PDN straps and rails:
Pins as bars on the die edge.
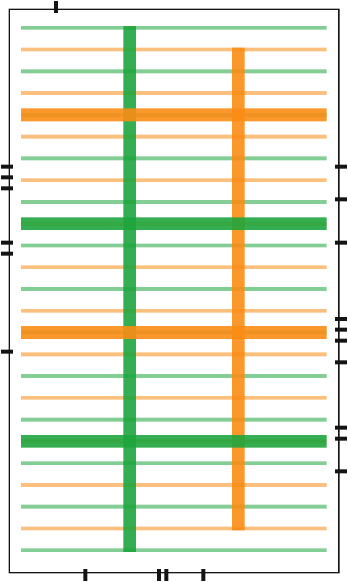
Clock wiring as the flow saved it:
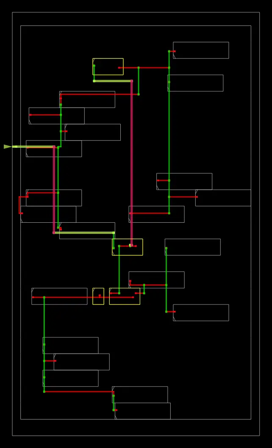
Placement by cell class:
Scale bar: 10 µm. Fill, decap, tap and diode cells in grey.
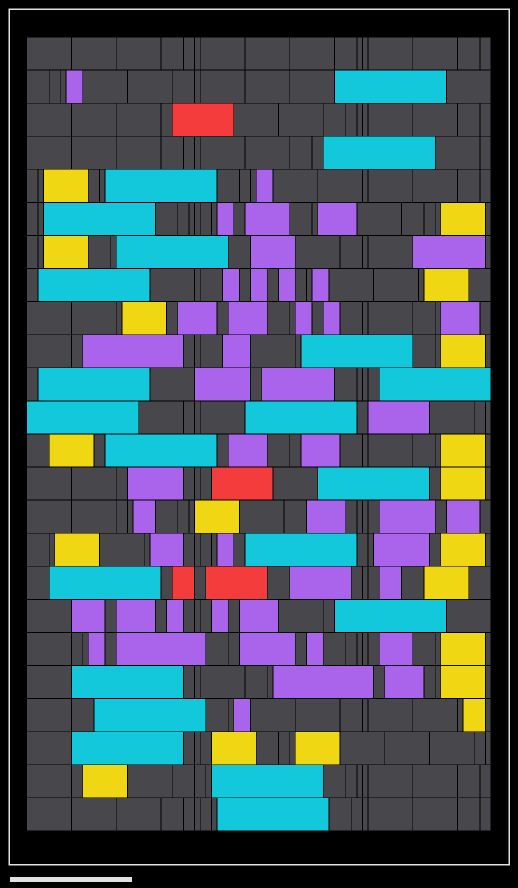
## config.mk

```make
export PLATFORM = sky130hd
export DESIGN_NAME = fifo_wr_ptr_ctrl
export DESIGN_NICKNAME = d
export VERILOG_FILES = /design/src/rtl/fifo_wr_ptr_ctrl.sv
export SDC_FILE = /design/constraint.sdc
export NUM_CORES = 1
export LEC_CHECK = 0
export CAP_MARGIN = 20
export CELL_PAD_IN_SITES_DETAIL_PLACEMENT = 1
export CELL_PAD_IN_SITES_GLOBAL_PLACEMENT = 2
export CORE_ASPECT_RATIO = 1.75
export CORE_UTILIZATION = 35
export DETAILED_ROUTE_END_ITERATION = 10
export MAX_ROUTING_LAYER = met4
export PLACE_DENSITY = 0.9
export SLEW_MARGIN = 40
export SYNTH_ARGS = -nofsm -noshare
export SYNTH_HDL_FRONTEND = slang
export SYNTH_SLANG_ARGS = --single-unit
```

## constraint.sdc

```tcl
create_clock -name W_CLK -period 3.55 [get_ports W_CLK]
set_clock_uncertainty 0.05 [all_clocks]
set_input_delay 0.5325 -clock W_CLK [delete_from_list [all_inputs] [get_ports W_CLK]]
set_output_delay 0.5325 -clock W_CLK [all_outputs]
set_load 0.01 [all_outputs]
```

## src/rtl/fifo_wr_ptr_ctrl.sv

```systemverilog
// Write-side pointer/flag controller of the async FIFO: binary/Gray write pointer,
// read-pointer synchronizer, full/almost-full/level. Optional sticky W_ovf under FIFO_WR_OVF_EN.
module fifo_wr_ptr_ctrl #(
  parameter int P_SIZE     = 4,
  parameter int DEPTH      = 8,
  parameter int NUM_STAGES = 2,
  parameter int AF_LEVEL   = 6
) (
  input  logic              W_CLK,
  input  logic              W_RST,
  input  logic              Winc,
  input  logic [P_SIZE-1:0] R_gray_ptr,
  output logic [P_SIZE-1:0] W_addr,
  output logic [P_SIZE-1:0] W_gray_ptr,
  output logic              Wfull,
  output logic              Walmost_full,
  output logic [P_SIZE-1:0] W_level
`ifdef FIFO_WR_OVF_EN
  ,
  output logic              W_ovf
`endif
);

  localparam int AF_CLAMP = (AF_LEVEL > DEPTH) ? DEPTH : AF_LEVEL;
  localparam logic [P_SIZE-1:0] AF_LVL = P_SIZE'(AF_CLAMP);

  logic [P_SIZE-1:0] wbin_q, wbin_d;
  logic [P_SIZE-1:0] wgray_q, wgray_d;
  logic [P_SIZE-1:0] sync_q [NUM_STAGES];
  logic [P_SIZE-1:0] sync_d [NUM_STAGES];
  logic              wfull_q, wfull_d;
  logic              walmost_full_q, walmost_full_d;
  logic [P_SIZE-1:0] wlevel_q, wlevel_d;
  logic [P_SIZE-1:0] rq_sync;
  logic [P_SIZE-1:0] rbin_s;
  logic              wr_en;

  assign rq_sync = sync_q[NUM_STAGES-1];

  always_comb begin
    sync_d[0] = R_gray_ptr;
    for (int unsigned i = 1; i < NUM_STAGES; i++) begin
      sync_d[i] = sync_q[i-1];
    end
  end

  always_comb begin
    wr_en   = Winc & ~wfull_q;
    wbin_d  = wr_en ? wbin_q + P_SIZE'(1) : wbin_q;
    wgray_d = wbin_d ^ (wbin_d >> 1);
    rbin_s  = '0;
    // Gray-to-binary: each binary bit is the XOR of all Gray bits at or above it.
    for (int unsigned i = 0; i < P_SIZE; i++) begin
      rbin_s[i] = ^(rq_sync >> i);
    end
    wlevel_d       = wbin_d - rbin_s;
    walmost_full_d = (wlevel_d >= AF_LVL);
    // Full when write pointer equals read pointer with the wrap bit flipped (top two Gray bits).
    wfull_d = (wgray_d == {~rq_sync[P_SIZE-1:P_SIZE-2], rq_sync[P_SIZE-3:0]});
  end

  always_ff @(posedge W_CLK or negedge W_RST) begin
    if (!W_RST) begin
      wbin_q         <= '0;
      wgray_q        <= '0;
      wfull_q        <= 1'b0;
      walmost_full_q <= 1'b0;
      wlevel_q       <= '0;
      for (int unsigned i = 0; i < NUM_STAGES; i++) begin
        sync_q[i] <= '0;
      end
    end else begin
      wbin_q         <= wbin_d;
      wgray_q        <= wgray_d;
      wfull_q        <= wfull_d;
      walmost_full_q <= walmost_full_d;
      wlevel_q       <= wlevel_d;
      for (int unsigned i = 0; i < NUM_STAGES; i++) begin
        sync_q[i] <= sync_d[i];
      end
    end
  end

  assign W_addr       = {1'b0, wbin_q[P_SIZE-2:0]};
  assign W_gray_ptr   = wgray_q;
  assign Wfull        = wfull_q;
  assign Walmost_full = walmost_full_q;
  assign W_level      = wlevel_q;

`ifdef FIFO_WR_OVF_EN
  logic wovf_q, wovf_d;

  always_comb begin
    wovf_d = wovf_q | (Winc & wfull_q);
  end

  always_ff @(posedge W_CLK or negedge W_RST) begin
    if (!W_RST) begin
      wovf_q <= 1'b0;
    end else begin
      wovf_q <= wovf_d;
    end
  end

  assign W_ovf = wovf_q;
`endif

endmodule

```

==> flow_metrics.tcl <==
# implementation run metrics
set metrics [dict create \
    outcome "complete, no violations" \
    worst_setup_path_end_kind "flip-flop" \
    cp.required_ns 3.65 \
    drt-wirelength-per-cell_um 13.8 \
    enable_flop_cells 0 \
    asyncSetResetFlopFracSynth_pct 100 \
    ys_top_logic_family "XOR/XNOR gates" \
    route.antenna.remaining_nets 0 \
    netSwitchingFraction_pct 36.5 \
    yosys-top-cells-area "sky130_fd_sc_hd__dfrtp_1 (56%), sky130_fd_sc_hd__xnor2_1 (5.6%), sky130_fd_sc_hd__ha_1 (5.4%)" \
    kind_of_launch_point_of_the_worst_setup_path "input port" \
    area.sequential_um2 526 \
    clock_tree_cell_share_of_total_cell_area_pct 3.90 \
    setup-violations-final 0 \
    synth.yosys.num_cells 68 \
    clock_insertion_delay_worst_skew_ns 0.27 \
    cts_htree_levels 1 \
    placement.setup.worst_slack_ns 0.407 \
    place.gp.congestion 0.693 \
    initCoreUtil_pct 37.3 \
    synth.area.mux_share_pct 3.63 \
    fa_ha_area_share_pct 7.53 \
    avg_vias_per_cell 4.72 \
    numPortBuffers 19 \
    nNetsFinal 103 \
    pwr_density_cell_nw_per_um2 1020 \
    layout_top_cells_excl_fill_tap "sky130_fd_sc_hd__dfrtp_1 (21), sky130_fd_sc_hd__clkdlybuf4s50_1 (18), sky130_fd_sc_hd__inv_1 (9)" \
    drt_pass1_iterations 2 \
    numPlacedInstances 112 \
    largestClassByArea "sequential cells" \
    dp_area_um2 1140 \
    maxClockFrequency_mhz 354 \
    post_synth_and_or_nand_nor_area_fraction_pct 7.12 \
    pwr-share-clk_pct 12.9 \
    post_synth_top_cells "sky130_fd_sc_hd__dfrtp_1 (21), sky130_fd_sc_hd__inv_1 (9), sky130_fd_sc_hd__xnor2_1 (6), sky130_fd_sc_hd__ha_1 (4), sky130_fd_sc_hd__nor2_1 (4)" \
    die.size.y_um 70.2 \
    yosys.stat.chipArea_um2 931 \
    grt_antenna_before_repair 0 \
    dieWidth_um 41.0 \
    arrival_ns 2.93 \
    floorplan.die_area_um2 2880 \
    synth_nets 80 \
    synth.cellmix.xorXnorShare_pct 16.8 \
    timing.critical_path.fanout_max 4 \
    synthesis.area_um2 931 \
    timing.critical_path.cells "clkdlybuf4s50_1, nor2b_4, mux2i_2, inv_1, ha_1, a21o_1, a21oi_1, xnor3_1, a21o_1" \
]
About 'PDN straps and rails':
orange -> VDD
green -> VSS
met5 straps = 4
met1 rails = 25
met4 straps = 2
rows = 24
signal pins = 21

About 'clock wiring as the flow saved it':
clk pwr: 0.155 mW
TritonCTS sink count: 21
Inserted Clock Buffers: 3
Layout clock buffers: 3
count of sequential standard cells: 21

About 'placement by cell class':
cyan -> flip-flops  # cells 21, share of their area 46%
red -> clock drivers and dummy loads  # cells 4, share of their area 4.0%
yellow -> other buffers and delay cells  # cells 19, share of their area 16%
purple -> all other logic  # cells 46, share of their area 34%
post-route cell area: 1190 µm²
final core occ: 47.6%
sequential share of cell area: 44.3%
area of the core region: 2490 µm²
Rows: 24

-- worst max-delay path by stage --
stage | slack, ns | depth (start not counted) | start | end
finish | 0.72 | 9 | Winc | Walmost_full
global route | 0.55 | 9 | Winc | Walmost_full
CTS | 0.68 | 9 | Winc | Walmost_full
detailed placement | 0.41 | 9 | Winc | Walmost_full
global placement | 0.53 | 9 | Winc | Walmost_full
floorplan | 1.20 | 8 | wbin_q[0] | Walmost_full
-- routing by layer --
| metal | GRT usage, % | up-vias | wire (µm) | share of wire, % |
|---|---|---|---|---|
| met5 | - | - | 0 | 0 |
| met4 | 7.78 | 0 | 41 | 2.6 |
| met3 | 2.86 | 4 | 54 | 3.4 |
| met2 | 24.3 | 18 | 923 | 58 |
| met1 | 14.2 | 267 | 582 | 36 |
| li1 | - | 259 | - | - |
Power figures rest on the tool's default switching activity, not on a simulated workload.
